### src/rtl/pr_sched_pkg.sv
// Shared types and widths for the partial-reconfiguration scheduler.
package pr_pkg;
  localparam int unsigned ADDR_W     = 27;
  localparam int unsigned LEN_W      = 20;
  localparam int unsigned CNT_W      = 8;
  localparam int unsigned SLOT_W_DEF = 2;

  typedef enum logic [2:0] {
    ST_IDLE,
    ST_LOAD,
    ST_PGRM,
    ST_WAIT,
    ST_DONE
  } state_t;
endpackage

### src/rtl/pr_sched_if.sv
// Requester, slot-table, DMA/ICAP and status signals of pr_sched.
interface pr_sched_if
  import pr_pkg::*;
#(
  parameter int unsigned NUM_REQ = 4,
  parameter int unsigned SLOT_W  = SLOT_W_DEF
) ();
  logic                      i_tbl_wr_en;
  logic [SLOT_W-1:0]         i_tbl_wr_slot;
  logic [ADDR_W-1:0]         i_tbl_wr_addr;
  logic [LEN_W-1:0]          i_tbl_wr_len;
  logic [NUM_REQ-1:0]        i_req;
  logic [NUM_REQ*SLOT_W-1:0] i_req_slot;
  logic [NUM_REQ-1:0]        o_gnt;
  logic                      o_busy;
  logic                      o_done;
  logic                      o_err;
  logic [ADDR_W-1:0]         o_ddr_strt_addr;
  logic [LEN_W-1:0]          o_trans_len;
  logic                      o_load;
  logic                      o_pgrm_icap;
  logic                      i_icap_done;
  logic [SLOT_W-1:0]         i_cnt_slot;
  logic [CNT_W-1:0]          o_cnt;
  logic [LEN_W-1:0]          o_last_cycles;

  modport slave (
    input  i_tbl_wr_en, i_tbl_wr_slot, i_tbl_wr_addr, i_tbl_wr_len,
    input  i_req, i_req_slot, i_icap_done, i_cnt_slot,
    output o_gnt, o_busy, o_done, o_err, o_ddr_strt_addr, o_trans_len,
    output o_load, o_pgrm_icap, o_cnt, o_last_cycles
  );

  modport master (
    output i_tbl_wr_en, i_tbl_wr_slot, i_tbl_wr_addr, i_tbl_wr_len,
    output i_req, i_req_slot, i_icap_done, i_cnt_slot,
    input  o_gnt, o_busy, o_done, o_err, o_ddr_strt_addr, o_trans_len,
    input  o_load, o_pgrm_icap, o_cnt, o_last_cycles
  );
endinterface

### src/rtl/pr_sched_rr_arbiter.sv
// Combinational round-robin arbiter: search starts one above the last winner.
module rr_arbiter #(
  parameter  int unsigned NUM_REQ = 4,
  localparam int unsigned IDX_W   = $clog2(NUM_REQ)
) (
  input  logic [NUM_REQ-1:0] req,
  input  logic [IDX_W-1:0]   last,
  output logic [NUM_REQ-1:0] gnt,
  output logic [IDX_W-1:0]   idx,
  output logic               any
);
  int unsigned      cand;
  logic [IDX_W-1:0] cand_idx;

  always_comb begin
    gnt      = '0;
    idx      = '0;
    any      = 1'b0;
    cand     = 0;
    cand_idx = '0;
    for (int unsigned i = 1; i <= NUM_REQ; i++) begin
      cand     = (32'(last) + i) % NUM_REQ;
      cand_idx = cand[IDX_W-1:0];
      if (!any && req[cand_idx]) begin
        any           = 1'b1;
        gnt[cand_idx] = 1'b1;
        idx           = cand_idx;
      end
    end
  end
endmodule

### src/rtl/pr_sched.sv
// Round-robin partial-reconfiguration scheduler: slot table, load/program/wait
// sequencing with timeout, per-slot success counts and last-wait cycle count.
module pr_sched
  import pr_pkg::*;
#(
  parameter int unsigned NUM_REQ = 4,
  parameter int unsigned SLOT_W  = SLOT_W_DEF,
  parameter int unsigned TIMEOUT = 1000000
) (
  input logic       i_clk,
  input logic       i_rst,
  pr_sched_if.slave bus
);
  localparam int unsigned IDX_W = $clog2(NUM_REQ);
  localparam int unsigned NSLOT = 2 ** SLOT_W;

  state_t state, state_nxt;

  logic [ADDR_W-1:0]  tbl_addr [NSLOT];
  logic [LEN_W-1:0]   tbl_len  [NSLOT];
  logic [CNT_W-1:0]   cnt      [NSLOT];

  logic [NUM_REQ-1:0] arb_gnt, gnt_r;
  logic [IDX_W-1:0]   arb_idx, winner, last_win;
  logic               arb_any;
  logic [SLOT_W-1:0]  win_slot, slot;
  logic [ADDR_W-1:0]  addr_r;
  logic [LEN_W-1:0]   len_r, counter, last_cycles;
  logic               err;
  logic               timeout_hit;

  rr_arbiter #(.NUM_REQ(NUM_REQ)) u_arb (
    .req  (bus.i_req),
    .last (last_win),
    .gnt  (arb_gnt),
    .idx  (arb_idx),
    .any  (arb_any)
  );

  assign win_slot    = bus.i_req_slot[32'(arb_idx)*SLOT_W +: SLOT_W];
  assign timeout_hit = (counter == LEN_W'(TIMEOUT - 1));

  always_ff @(posedge i_clk) begin
    if (i_rst) state <= ST_IDLE;
    else       state <= state_nxt;
  end

  always_comb begin
    state_nxt = state;
    unique case (state)
      ST_IDLE: if (arb_any) state_nxt = (tbl_len[win_slot] == '0) ? ST_DONE : ST_LOAD;
      ST_LOAD: state_nxt = ST_PGRM;
      ST_PGRM: state_nxt = ST_WAIT;
      ST_WAIT: if (bus.i_icap_done || timeout_hit) state_nxt = ST_DONE;
      ST_DONE: state_nxt = ST_IDLE;
      default: state_nxt = ST_IDLE;
    endcase
  end

  always_ff @(posedge i_clk) begin
    if (i_rst) begin
      for (int unsigned s = 0; s < NSLOT; s++) begin
        tbl_addr[s] <= '0;
        tbl_len[s]  <= '0;
        cnt[s]      <= '0;
      end
      gnt_r       <= '0;
      winner      <= '0;
      last_win    <= IDX_W'(NUM_REQ - 1);
      slot        <= '0;
      addr_r      <= '0;
      len_r       <= '0;
      counter     <= '0;
      last_cycles <= '0;
      err         <= 1'b0;
    end else begin
      // The latch below reads the pre-write entry when both hit the same edge.
      if (bus.i_tbl_wr_en) begin
        tbl_addr[bus.i_tbl_wr_slot] <= bus.i_tbl_wr_addr;
        tbl_len[bus.i_tbl_wr_slot]  <= bus.i_tbl_wr_len;
      end
      unique case (state)
        ST_IDLE: if (arb_any) begin
          gnt_r  <= arb_gnt;
          winner <= arb_idx;
          slot   <= win_slot;
          addr_r <= tbl_addr[win_slot];
          len_r  <= tbl_len[win_slot];
          err    <= (tbl_len[win_slot] == '0);
        end
        ST_PGRM: counter <= '0;
        ST_WAIT: begin
          counter <= counter + 1'b1;
          if (!bus.i_icap_done && timeout_hit) err <= 1'b1;
        end
        ST_DONE: begin
          last_cycles <= counter;
          last_win    <= winner;
          if (!err) cnt[slot] <= cnt[slot] + 1'b1;
        end
        default: ;
      endcase
    end
  end

  assign bus.o_busy          = (state != ST_IDLE);
  assign bus.o_load          = (state == ST_LOAD);
  assign bus.o_pgrm_icap     = (state == ST_PGRM);
  assign bus.o_done          = (state == ST_DONE);
  assign bus.o_err           = (state == ST_DONE) && err;
  assign bus.o_gnt           = (state == ST_DONE) ? gnt_r : '0;
  assign bus.o_ddr_strt_addr = addr_r;
  assign bus.o_trans_len     = len_r;
  assign bus.o_last_cycles   = last_cycles;
  assign bus.o_cnt           = cnt[bus.i_cnt_slot];
endmodule

### src/flat_wrapper.sv
// flat-port wrapper written by rule: the top's interface ports become plain ports
module pr_sched_flat import pr_pkg::*;
#(
  parameter int unsigned NUM_REQ = 4,
  parameter int unsigned SLOT_W  = SLOT_W_DEF,
  parameter int unsigned TIMEOUT = 1000000
)
  (i_clk, i_rst, bus_i_tbl_wr_en, bus_i_tbl_wr_slot, bus_i_tbl_wr_addr, bus_i_tbl_wr_len, bus_i_req, bus_i_req_slot, bus_i_icap_done, bus_i_cnt_slot, bus_o_gnt, bus_o_busy, bus_o_done, bus_o_err, bus_o_ddr_strt_addr, bus_o_trans_len, bus_o_load, bus_o_pgrm_icap, bus_o_cnt, bus_o_last_cycles);
  pr_sched_if #(.NUM_REQ(NUM_REQ), .SLOT_W(SLOT_W)) bus_i ();
  input logic i_clk;
  input logic i_rst;
  input wire logic [$bits(bus_i.i_tbl_wr_en)-1:0] bus_i_tbl_wr_en;
  input wire logic [$bits(bus_i.i_tbl_wr_slot)-1:0] bus_i_tbl_wr_slot;
  input wire logic [$bits(bus_i.i_tbl_wr_addr)-1:0] bus_i_tbl_wr_addr;
  input wire logic [$bits(bus_i.i_tbl_wr_len)-1:0] bus_i_tbl_wr_len;
  input wire logic [$bits(bus_i.i_req)-1:0] bus_i_req;
  input wire logic [$bits(bus_i.i_req_slot)-1:0] bus_i_req_slot;
  input wire logic [$bits(bus_i.i_icap_done)-1:0] bus_i_icap_done;
  input wire logic [$bits(bus_i.i_cnt_slot)-1:0] bus_i_cnt_slot;
  output wire logic [$bits(bus_i.o_gnt)-1:0] bus_o_gnt;
  output wire logic [$bits(bus_i.o_busy)-1:0] bus_o_busy;
  output wire logic [$bits(bus_i.o_done)-1:0] bus_o_done;
  output wire logic [$bits(bus_i.o_err)-1:0] bus_o_err;
  output wire logic [$bits(bus_i.o_ddr_strt_addr)-1:0] bus_o_ddr_strt_addr;
  output wire logic [$bits(bus_i.o_trans_len)-1:0] bus_o_trans_len;
  output wire logic [$bits(bus_i.o_load)-1:0] bus_o_load;
  output wire logic [$bits(bus_i.o_pgrm_icap)-1:0] bus_o_pgrm_icap;
  output wire logic [$bits(bus_i.o_cnt)-1:0] bus_o_cnt;
  output wire logic [$bits(bus_i.o_last_cycles)-1:0] bus_o_last_cycles;
  assign bus_i.i_tbl_wr_en = bus_i_tbl_wr_en;
  assign bus_i.i_tbl_wr_slot = bus_i_tbl_wr_slot;
  assign bus_i.i_tbl_wr_addr = bus_i_tbl_wr_addr;
  assign bus_i.i_tbl_wr_len = bus_i_tbl_wr_len;
  assign bus_i.i_req = bus_i_req;
  assign bus_i.i_req_slot = bus_i_req_slot;
  assign bus_i.i_icap_done = bus_i_icap_done;
  assign bus_i.i_cnt_slot = bus_i_cnt_slot;
  assign bus_o_gnt = bus_i.o_gnt;
  assign bus_o_busy = bus_i.o_busy;
  assign bus_o_done = bus_i.o_done;
  assign bus_o_err = bus_i.o_err;
  assign bus_o_ddr_strt_addr = bus_i.o_ddr_strt_addr;
  assign bus_o_trans_len = bus_i.o_trans_len;
  assign bus_o_load = bus_i.o_load;
  assign bus_o_pgrm_icap = bus_i.o_pgrm_icap;
  assign bus_o_cnt = bus_i.o_cnt;
  assign bus_o_last_cycles = bus_i.o_last_cycles;
  pr_sched #(.NUM_REQ(NUM_REQ), .SLOT_W(SLOT_W), .TIMEOUT(TIMEOUT)) u_core (.i_clk(i_clk), .i_rst(i_rst), .bus(bus_i));
endmodule
### config.mk
export PLATFORM = sky130hd
export DESIGN_NAME = pr_sched_flat
export DESIGN_NICKNAME = d
export VERILOG_FILES = /design/src/rtl/pr_sched_pkg.sv /design/src/rtl/pr_sched_if.sv /design/src/rtl/pr_sched_rr_arbiter.sv /design/src/rtl/pr_sched.sv /design/src/flat_wrapper.sv
export SDC_FILE = /design/constraint.sdc
export NUM_CORES = 1
export LEC_CHECK = 0
export ABC_AREA = 0
export CORE_MARGIN = 2
export CORE_UTILIZATION = 47
export DETAILED_ROUTE_END_ITERATION = 8
export PLACE_DENSITY = 0.73
export RECOVER_POWER = 25
export SKIP_LAST_GASP = 1
export SYNTH_ARGS = -nofsm -noshare
export SYNTH_HDL_FRONTEND = slang
export SYNTH_SLANG_ARGS = --single-unit
### constraint.sdc
create_clock -name i_clk -period 11.5 [get_ports i_clk]
set_clock_uncertainty 0.2 [all_clocks]
set_input_delay 2.3 -clock i_clk [delete_from_list [all_inputs] [get_ports i_clk]]
set_output_delay 2.3 -clock i_clk [all_outputs]
set_load 0.02 [all_outputs]
==> flow_metrics.py, run 1 <==
# Metrics from the implementation run
metrics = {
    "outcome": {
        "status": "finished, violations left",
        "violations": "capacitance limit, slew limit",
    },
    "layout": {
        "largest_class": "registers",
        "clk_share_pct": 6.62,
        "largest_reg_flops": 108,
        "sh_seq_area_pct": 49.4,
        "final_area_um2": 17600,
        "signal_buffers": 163,
        "fillers": 2617,
        "combGateArea_um2": 5570,
        "layout_top_cell": "nand2_1",
        "comb_cells": 986,
        "syn2layout_area_growth_pct": 19.3,
        "layout.nets": 1607,
        "regArea_um2": 8670,
        "ff_count": 323,
        "postLayoutCoreUtil_pct": 57.1,
    },
    "die": {
        "die_w_um": 181,
        "tap_cells": 396,
        "core.rowCount": 64,
        "dieArea_um2": 32700,
        "io-pin-count": 151,
        "die_h_um": 181,
    },
    "place": {
        "placed_cells": 1889,
        "preCtsSetupSlack_ns": 4.69,
        "port_buffers": 150,
        "routabilityCongestion": 0.828,
        "dp_hpwl_um": 21400,
    },
    "sta": {
        "finalHoldViolCount": 0,
        "drv_slew": 260,
        "tightest_slew_ns": 3.41,
        "min_period_ns": 7.72,
        "layout_worst_path_cycle_share_pct": 67.1,
        "rsz0062_at_grt": "false",
        "max_slew_margin_pct": -127,
        "fmax_mhz": 130,
    },
    "yosys": {
        "synthFlopType": "edfxtp_1",
        "ys_area_um2": 14700,
        "syn_area_per_cell_um2": 10.3,
        "synthCells": 1427,
        "enable_flop_cells": 220,
        "synth_seq_share_pct": 58.9,
        "ys_ff": 323,
        "ys_cells": 1427,
        "syn_nets": 1504,
        "syn_area_um2": 14700,
        "yosysWarnings": 0,
    },
    "pwr": {
        "combPwrFrac_pct": 22.8,
        "p_int_mw": 2.31,
        "pg_seq_mw": 1.44,
        "swShare_pct": 30.2,
        "power_clock_mw": 1.12,
        "ir_drop_mv": 0.114,
        "p_leak_nw": 6.39,
        "power_density_nw_per_um2": 189,
        "largestPowerGroup": "sequential cells",
    },
    "clocking": {
        "clkLatencyLatePin_ns": 0.52,
        "clkSlewWorstSetupHoldPaths_ns": 0.06,
        "cts_setup_buffers": 0,
        "cts_resized": 0,
        "cts_max_path_buffers": 3,
        "htree_num_levels": 2,
        "cts_hold_buf": 0,
    },
    "job": {
        "cap_violations": 5,
        "warnings": 35,
    },
    "global_route": {
        "grt_pass1_wl_um": 56200,
        "gr-total-overflow": 0,
        "antenna_found_initial": 0,
    },
    "detailed_routing": {
        "viasPerCell": 5.51,
        "drt-pass1-iter-count": 5,
        "drcViolationCount": 0,
    },
    "worst_setup_path": {
        "reg2reg_from": "u_core.last_win[0]",
        "crit_chain": "clkbuf_1 > clkbuf_1 > or2_2 > buf_4",
        "crit_path_end_kind": "register",
        "worst-path-max-fanout": 66,
        "crit_buf_inv": 3,
        "required_ns": 11.46,
        "cp_common_cell": "clkbuf_1",
    },
    "min_path": {
        "hold_start": "u_core.bus.o_last_cycles[12]",
    },
}
[run 1: per-layer routing]
| layer | GRT usage [%] | vias up | share of wire, % |
|---|---|---|---|
| met5 | 0 | - | 0 |
| met4 | 6.21 | 0 | 2.2 |
| met3 | 3.23 | 57 | 6.3 |
| met2 | 38.6 | 377 | 50 |
| met1 | 27.0 | 5161 | 41 |
| li1 | - | 5152 | - |
[run 1: worst paths after layout]
check                                  to  slack, ns  cells past startpoint
min          u_core.bus.o_last_cycles[12]       0.25                      2
max                  u_core.tbl_len[1][6]       3.78                      4
min reg2reg  u_core.bus.o_last_cycles[12]       0.25                      2
max reg2reg               u_core.state[2]       6.20                     12
[run 1: cells by family after synthesis]
| group | synth area share, % |
|---|---|
| multiplexers | 4.23 |
| buffers and inverters | 3.37 |
| adder cells (fa/ha/maj) | 0.850 |
| XOR/XNOR | 0.536 |
| AND-OR/OR-AND | 6.02 |
| AND/OR/NAND/NOR | 26.1 |
| flip-flops | 58.9 |
[run 1: cell usage after synthesis, types with 5 or more instances]
cell | n | area [µm²]
nand2_1 | 295 | 1110
edfxtp_1 | 220 | 6610
and2_1 | 190 | 1190
nand3_1 | 139 | 696
dfxtp_1 | 103 | 2060
nor2_1 | 90 | 338
a21oi_1 | 85 | 425
clkbuf_1 | 68 | 255
mux4_2 | 24 | 541
inv_1 | 20 | 75.1
buf_2 | 18 | 90.1
nor3_1 | 16 | 80.1
a22oi_1 | 14 | 105
nor4_1 | 11 | 68.8
o21ai_0 | 11 | 55.1
and3_1 | 10 | 62.6
ha_1 | 10 | 125
nand2b_1 | 9 | 56.3
buf_1 | 6 | 22.5
mux2i_1 | 6 | 60.1
or2_2 | 6 | 37.5
nand4_1 | 5 | 31.3
nor2b_1 | 5 | 31.3
xor2_1 | 5 | 43.8
run_1/met1.png
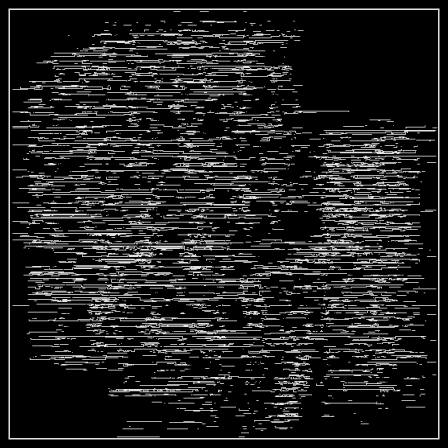
1,483 nets have wire on it. The layer carries 14,700 µm of wire. The longest straight run is 53.4 µm. The wires run mostly horizontal. The layer holds 41% of the routed length.
DR vias: 10.7k
met1 Use GR: 27.0%

run_1/met2.png
The bar under the picture is 50 µm long.
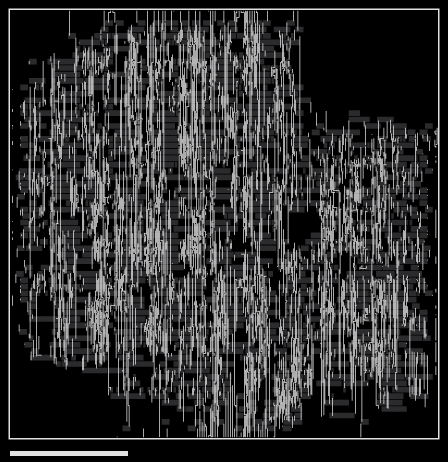
The layer holds 50% of the routed length. The wires run mostly vertical. 1,277 nets have wire on it. The longest straight run is 80.9 µm. The layer carries 17,700 µm of wire.
Routed WL: 35,400 µm
met2 usage: 38.6%

run_1/met3.png
The bar under the picture is 50 µm long.
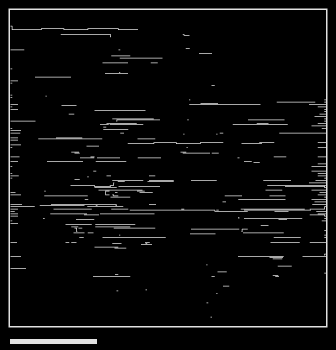
The longest straight run is 48.5 µm. The layer carries 2,210 µm of wire. The wires run mostly horizontal. 167 nets have wire on it.
met3 usage: 3.23%

run_1/met4.png
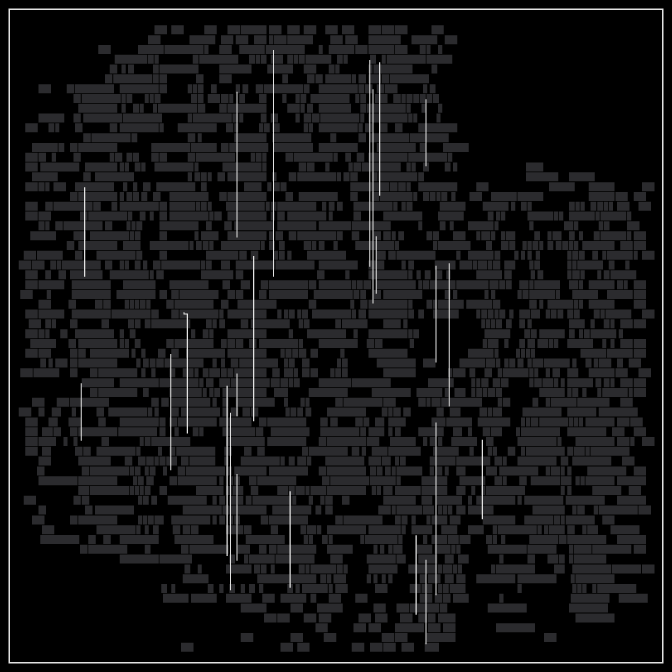

## Run 2: what changed since run 1
- PLACE_DENSITY: 0.73 -> 0.76
- clock period: 11.5 -> 6.9 ns (I/O delays scaled with it)
run_2/met4.png
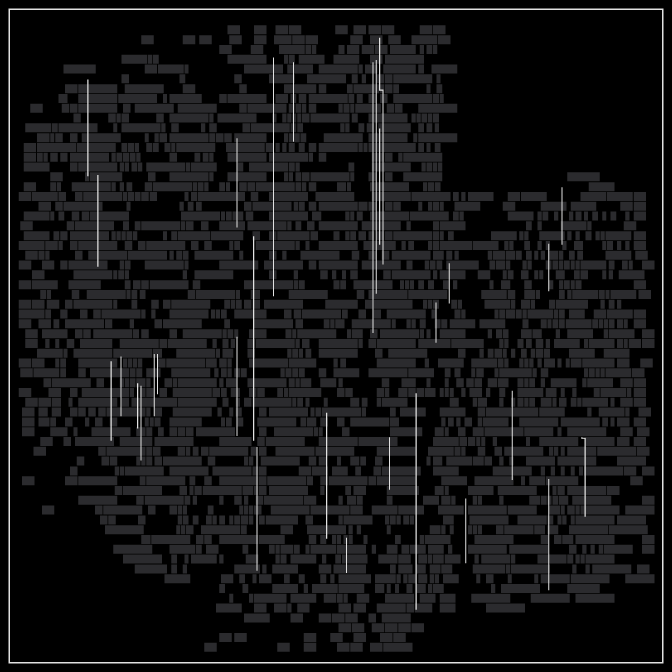
The longest straight run is 74.8 µm. The layer holds 2.5% of the routed length. The wires run mostly vertical. The layer carries 879 µm of wire.
DR vias: 10.8k
Routed WL: 35,900 µm

run_2/met2.png
The bar under the picture is 50 µm long.
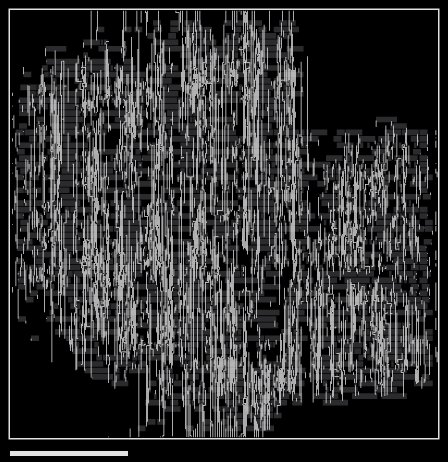
The layer carries 18,100 µm of wire. 1,280 nets have wire on it. The longest straight run is 81.3 µm. The layer holds 50% of the routed length. The wires run mostly vertical.
met2 usage: 38.4%

==> flow_metrics.py, run 2 <==
# Metrics from the implementation run
metrics = {
    "worst_setup_path": {
        "critPathLaunchType": "input port",
        "rr_endpoint": "u_core.state[0]",
        "r2r_slack_ns": 1.61,
        "worst-path-max-fanout": 70,
        "crit_path_end_kind": "register",
        "r2r_cells": 13,
        "required_ns": 6.87,
        "path_class": "input port to register",
        "critPathArrivalTime_ns": 5.58,
        "reg2reg_from": "u_core.last_win[0]",
        "endpoint": "u_core.tbl_addr[1][6]",
        "worstSetupStartpoint": "i_rst",
    },
    "yosys": {
        "enable_flop_cells": 220,
        "topCellsByArea": "edfxtp_1 (45%), dfxtp_1 (14%), and2_1 (8.1%), nand2_1 (7.5%), nand3_1 (4.7%)",
        "top_area_share_pct": 44.9,
        "async_flop_share_pct": 0,
        "ys_area_um2": 14700,
        "syn_area_um2": 14700,
        "ys_top_cells_by_count": "nand2_1 (295), edfxtp_1 (220), and2_1 (190)",
        "syn_nets": 1504,
        "synth_cell_types": 58,
        "ys_ff": 323,
        "yosysWarnings": 0,
        "synthFlopType": "edfxtp_1",
        "post-synth-top-count-cell": "nand2_1",
        "synthCells": 1427,
        "largest_area_cell": "edfxtp_1",
        "ys_cells": 1427,
        "synth_seq_share_pct": 58.9,
        "syn_area_per_cell_um2": 10.3,
    },
    "die": {
        "die_w_um": 181,
        "coreArea_um2": 30700,
        "dieArea_um2": 32700,
        "die_h_um": 181,
        "core.rowCount": 64,
        "initial_core_util_pct": 47.9,
        "io-pin-count": 151,
    },
    "sta": {
        "finalHoldViolCount": 0,
        "max_slew_margin_pct": -112,
        "fmax_mhz": 178,
        "setup_tns_ns": 0,
        "rsz0062_at_grt": "false",
        "drv_slew": 215,
        "finalSetupViolCount": 0,
        "layout_worst_path_cycle_share_pct": 81.3,
        "tightest_slew_ns": 3.18,
        "min_period_ns": 5.61,
    },
    "clocking": {
        "htree_num_levels": 2,
        "cts_tree": "done",
        "cts_max_path_buffers": 3,
        "cts-root-buf": "clkbuf_16",
        "numCtsBuffers": 35,
        "clkSlewWorstSetupHoldPaths_ns": 0.05,
        "cts_hold_buf": 0,
        "clkSinkCount": 323,
        "clkLatencyLatePin_ns": 0.51,
        "cts_setup_buffers": 0,
        "cts_resized": 0,
    },
    "detailed_routing": {
        "ant_nets": 0,
        "post_drt_wl_per_cell_um": 18.4,
        "drt_first_iter_violations": 852,
        "drt-pass1-iter-count": 7,
        "viasPerCell": 5.55,
        "drcViolationCount": 0,
    },
    "layout": {
        "reg_top3": "u_core.tbl_addr: 108 flops, u_core.tbl_len: 80 flops, u_core.cnt: 32 flops",
        "postLayoutCoreUtil_pct": 56.7,
        "layout.nets": 1608,
        "lay_top_cells": "nand2_1 (295), edfxtp_1 (220), and2_1 (150), clkdlybuf4s50_1 (149), nand3_1 (139)",
        "largest_reg_flops": 108,
        "fillers": 2636,
        "final_area_um2": 17400,
        "layout-drive-gt1-share_pct": 6.81,
        "layout_top_cell": "nand2_1",
        "largest-register": "u_core.tbl_addr",
        "syn2layout_area_growth_pct": 18.4,
    },
    "global_route": {
        "grt_max_degree": 95,
        "grt_pass1_wl_um": 56700,
        "gr-total-overflow": 0,
        "grt_pass1_vias": 10700,
        "antenna_found_initial": 1,
        "track_usage_pct": 21.7,
    },
    "outcome": {
        "status": "finished, violations left",
        "violations": "capacitance limit, slew limit",
    },
    "pwr": {
        "p_leak_nw": 6.31,
        "ir_drop_mv": 0.184,
        "power_density_nw_per_um2": 307,
    },
    "min_path": {
        "holdPathStages": 2,
        "hold_start": "u_core.bus.o_last_cycles[10]",
        "whs_endpoint": "u_core.bus.o_last_cycles[10]",
        "hp-class": "register to register",
    },
    "job": {
        "cap_violations": 4,
        "warnings": 33,
    },
    "place": {
        "dp_hpwl_um": 22500,
        "routabilityCongestion": 0.870,
        "placed_area_um2": 16400,
        "port_buffers": 150,
    },
}
run_2/met3.png
The bar under the picture is 50 µm long.
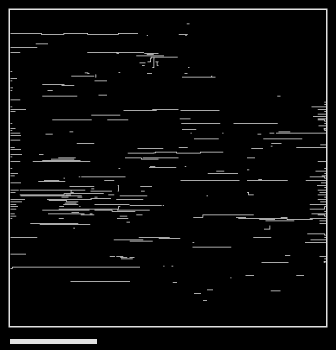
The layer carries 2,190 µm of wire. The wires run mostly horizontal. The layer holds 6.1% of the routed length. 169 nets have wire on it. The longest straight run is 72.9 µm.
met3 usage: 3.27%

run 2: kinds of logic after synthesis:
logic type,after synthesis,synth area share [%]
multiplexers,32,4.23
AND/OR/NAND/NOR,792,26.1
AND-OR/OR-AND,143,6.02
adder cells (fa/ha/maj),10,0.850
XOR/XNOR,9,0.536
flip-flops,323,58.9
buffers and inverters,118,3.37
run 2: power by group:
group | switching (mW) | leakage [nW] | internal (mW)
sequential | 0.120 | 3.00 | 2.27
clock | 0.725 | 0.501 | 0.965
combinational | 0.802 | 2.81 | 0.465
run 2: per-layer routing:
layer / up-vias / wire, µm / GRT usage (%)
met4: 0 / 879 / 6.96
met5: - / 0 / 0
met3: 67 / 2190 / 3.27
met2: 369 / 18100 / 38.4
li1: 5152 / - / -
met1: 5258 / 14700 / 27.5
run 2: final cells by class:
class	count	area [µm²]	share of cell area (%)
tap	396	495	2.84
inverter	21	78.8	0.452
clock inverter	11	63.8	0.366
clock buffer	51	957	5.49
antenna	1	2.50	0.0144
timing repair buffer	164	1590	9.12
sequential	323	8670	49.7
multi-input combinational	986	5570	32.0
run 2: per-stage QoR:
stage	hold WS, ns	total power, mW	std cells	setup slack, ns
floorplan	0.235	3.21	1427	2.52
global placement	0.244	3.67	1890	1.28
detailed placement	0.246	3.70	1890	1.19
CTS	0.254	5.38	1952	1.59
global route	0.274	5.60	1952	1.06
finish	0.251	5.35	1953	1.29
run 2: worst max-delay path, cell delays in order:
cell,delay [ns]
clkbuf_1,2.20
buf_4,0.75
or2_2,0.74
buf_4,0.45
run_2/met1.png
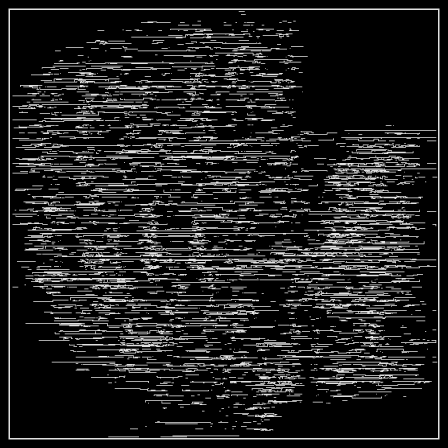

## Run 3: what changed since run 2
- clock period: 6.9 -> 4.81 ns (I/O delays scaled with it)
run_3/met1.png
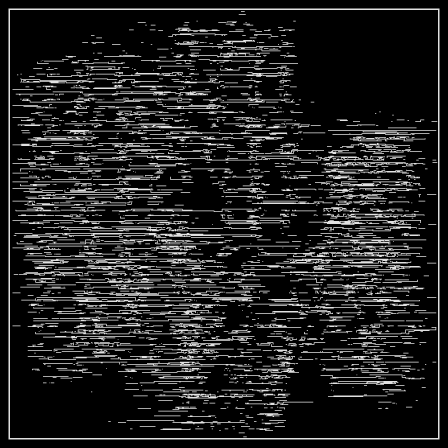
1,502 nets have wire on it. The layer carries 14,600 µm of wire.
Routed WL: 36,800 µm
met1 Use GR: 28.2%

run_3/met4.png
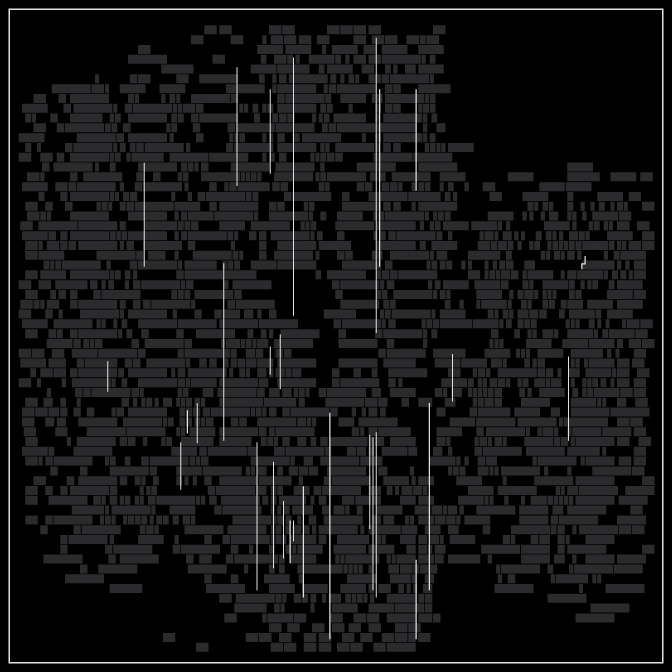
The layer holds 2.3% of the routed length. The wires run mostly vertical. 22 nets have wire on it. The layer carries 847 µm of wire.
DR vias: 11.0k

run_3/met2.png
The bar under the picture is 50 µm long.
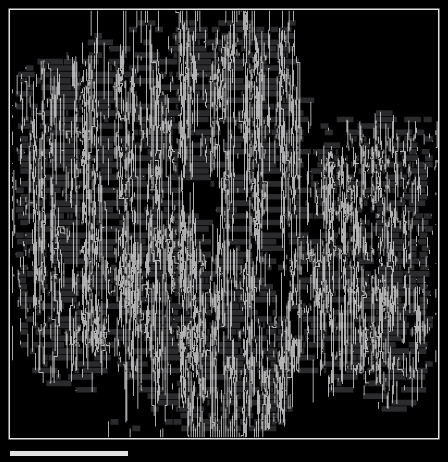
The layer carries 18,500 µm of wire. The layer holds 50% of the routed length. The longest straight run is 92.1 µm. 1,301 nets have wire on it. The wires run mostly vertical.
met2 usage: 39.3%

==> flow_metrics.py, run 3 <==
# Metrics from the implementation run
metrics = {
    "outcome": {
        "status": "finished, violations left",
        "violations": "capacitance limit, slew limit",
    },
    "clocking": {
        "htree_num_levels": 2,
        "clkSinkCount": 323,
        "cts_tree": "done",
        "clkSlewWorstSetupHoldPaths_ns": 0.06,
        "clkLatencyLatePin_ns": 0.51,
        "cts_max_path_buffers": 3,
        "numCtsBuffers": 35,
    },
    "detailed_routing": {
        "drt_first_iter_violations": 959,
        "drt-pass1-iter-count": 5,
        "top_layer": "met4",
        "drcViolationCount": 0,
        "post_drt_wl_per_cell_um": 18.6,
        "wirelength_met1_um": 14600,
        "wl_met3_um": 2850,
        "ant_nets": 0,
        "viasPerCell": 5.57,
        "met2_wirelength_um": 18500,
    },
    "sta": {
        "rsz0062_at_grt": "false",
        "hold_slack_ns": 0.255,
        "fmax_mhz": 222,
        "tightest_slew_ns": 2.35,
        "layout_worst_path_cycle_share_pct": 93.8,
        "finalHoldViolCount": 0,
        "min_period_ns": 4.51,
        "drv_slew": 144,
    },
    "yosys": {
        "post-synth-top-count-cell": "nand2_1",
        "topCellsByArea": "edfxtp_1 (45%), dfxtp_1 (14%), and2_1 (8.1%), nand2_1 (7.5%), nand3_1 (4.7%)",
        "top_area_share_pct": 44.9,
        "largest_area_cell": "edfxtp_1",
        "enable_flop_cells": 220,
        "synthCells": 1427,
        "simple_gate_share_pct": 26.1,
        "synthFlopType": "edfxtp_1",
        "synth_cell_types": 58,
        "netlist_logic_family_top": "simple AND/OR/NAND/NOR gates",
        "yosysWarnings": 0,
        "aoi_share_pct": 6.02,
        "syn_area_um2": 14700,
        "ys_area_um2": 14700,
        "synth_seq_share_pct": 58.9,
        "ys_ff": 323,
        "ys_sh_adder_pct": 0.850,
        "ys_cells": 1427,
        "syn_nets": 1504,
        "synth-xor-area-share_pct": 0.536,
        "mux_share_pct": 4.23,
    },
    "die": {
        "dieArea_um2": 32700,
        "die_h_um": 181,
        "io-pin-count": 151,
        "initial_core_util_pct": 47.9,
        "core.rowCount": 64,
        "die_w_um": 181,
    },
    "worst_setup_path": {
        "r2r_cells": 13,
        "crit_chain": "inv_1 > ha_1 > mux4_2 > nor3_1 > a221oi_2 > o21ai_4 > mux4_2 > buf_4 > mux2i_1 > o211ai_2 > nor4_2 > nand4_1 > and3_1",
        "cp_num_cells": 13,
        "critPathLaunchType": "register",
        "slowest_stage": "mux4_2",
        "reg2reg_from": "u_core.last_win[1]",
        "critical_path.max_stage_delay_ns": 0.72,
        "endpoint": "u_core.state[0]",
        "path_delay_family": "multiplexers",
        "r2r_slack_ns": 0.30,
        "cp_common_cell": "mux4_2",
        "path_class": "register to register",
        "critPathArrivalTime_ns": 4.71,
        "crit_path_end_kind": "register",
        "required_ns": 5.01,
    },
    "place": {
        "routabilityCongestion": 0.830,
        "placed_cells": 1907,
        "port_buffers": 150,
        "dp_hpwl_um": 23200,
    },
    "layout": {
        "syn2layout_area_growth_pct": 20.5,
        "layout_top_cell": "nand2_1",
        "reg_top3": "u_core.tbl_addr: 108 flops, u_core.tbl_len: 80 flops, u_core.cnt: 32 flops",
        "layout.nets": 1632,
        "finalNonFillerCells": 1978,
        "lay_top_cells": "nand2_1 (295), edfxtp_1 (220), clkdlybuf4s50_1 (149), nand3_1 (139), and2_1 (137)",
        "largest-register": "u_core.tbl_addr",
        "layout-drive-gt1-share_pct": 8.34,
    },
    "global_route": {
        "antenna_found_initial": 0,
        "gr-total-overflow": 0,
        "grt_max_degree": 67,
        "grt_pass1_vias": 10900,
    },
    "pwr": {
        "p_total_mw": 7.92,
        "ir_drop_mv": 0.248,
        "power_density_nw_per_um2": 447,
    },
    "min_path": {
        "holdPathStages": 2,
        "whs_endpoint": "u_core.bus.o_last_cycles[9]",
    },
    "job": {
        "cap_violations": 3,
    },
}
==> run 3: cell counts after synthesis <==
Identical to the previous run, type by type.
==> run 3: per-stage QoR <==
stage	setup slack (ns)	utilization (%)	setup TNS, ns	cell area, µm²
floorplan	0.846	-	0	14700
global placement	-0.0113	54.0	-0.0113	16600
detailed placement	-0.148	54.0	-0.412	16600
CTS	0.181	57.6	0	17700
global route	0.00585	57.7	0	17700
finish	0.297	57.7	0	17700
==> run 3: metal layers <==
layer / vias up / track usage [%]
li1: 5197 / -
met3: 62 / 3.61
met2: 485 / 39.3
met5: - / 0
met1: 5273 / 28.2
met4: 0 / 7.09
==> run 3: worst register-to-register path: cells and delay by family, from the launching register on <==
family	cells	cell delay [ns]
AND-OR/OR-AND	3	0.42
adder cells (fa/ha/maj)	1	0.45
buffers and inverters	2	0.40
flip-flops	1	0.49
multiplexers	3	1.49
AND/OR/NAND/NOR	4	0.95
==> run 3: power by group <==
part,internal (mW),total (mW),switching (mW)
logic,0.731,1.91,1.17
registers,3.26,3.43,0.177
clock network,1.49,2.58,1.10
==> run 3: cell type report <==
class | count | area (µm²)
Timing Repair Buffer | 188 | 1820
Tap cell | 396 | 495
Multi-Input combinational cell | 986 | 5580
Sequential cell | 323 | 8670
Inverter | 21 | 78.8
Clock inverter | 23 | 179
Clock buffer | 41 | 918
Fill cell | 2570 | 13000
==> run 3: timing repair <==
| item | 4_1_cts | 5_1_grt |
|---|---|---|
| buffers inserted | 0 | 7 |
| gates resized | 0 | 1 |
| hold buffers | 0 | 0 |
| endpoints found under the setup margin | 0 | 3 |
==> run 3: cells by family after synthesis <==
| family | after synthesis |
|---|---|
| simple gates | 792 |
| xor+xnor | 9 |
| buf+inv | 118 |
| mux | 32 |
| compound gates | 143 |
| flops | 323 |
| fa+ha+maj | 10 |
Power is estimated from default activity; no workload was simulated.
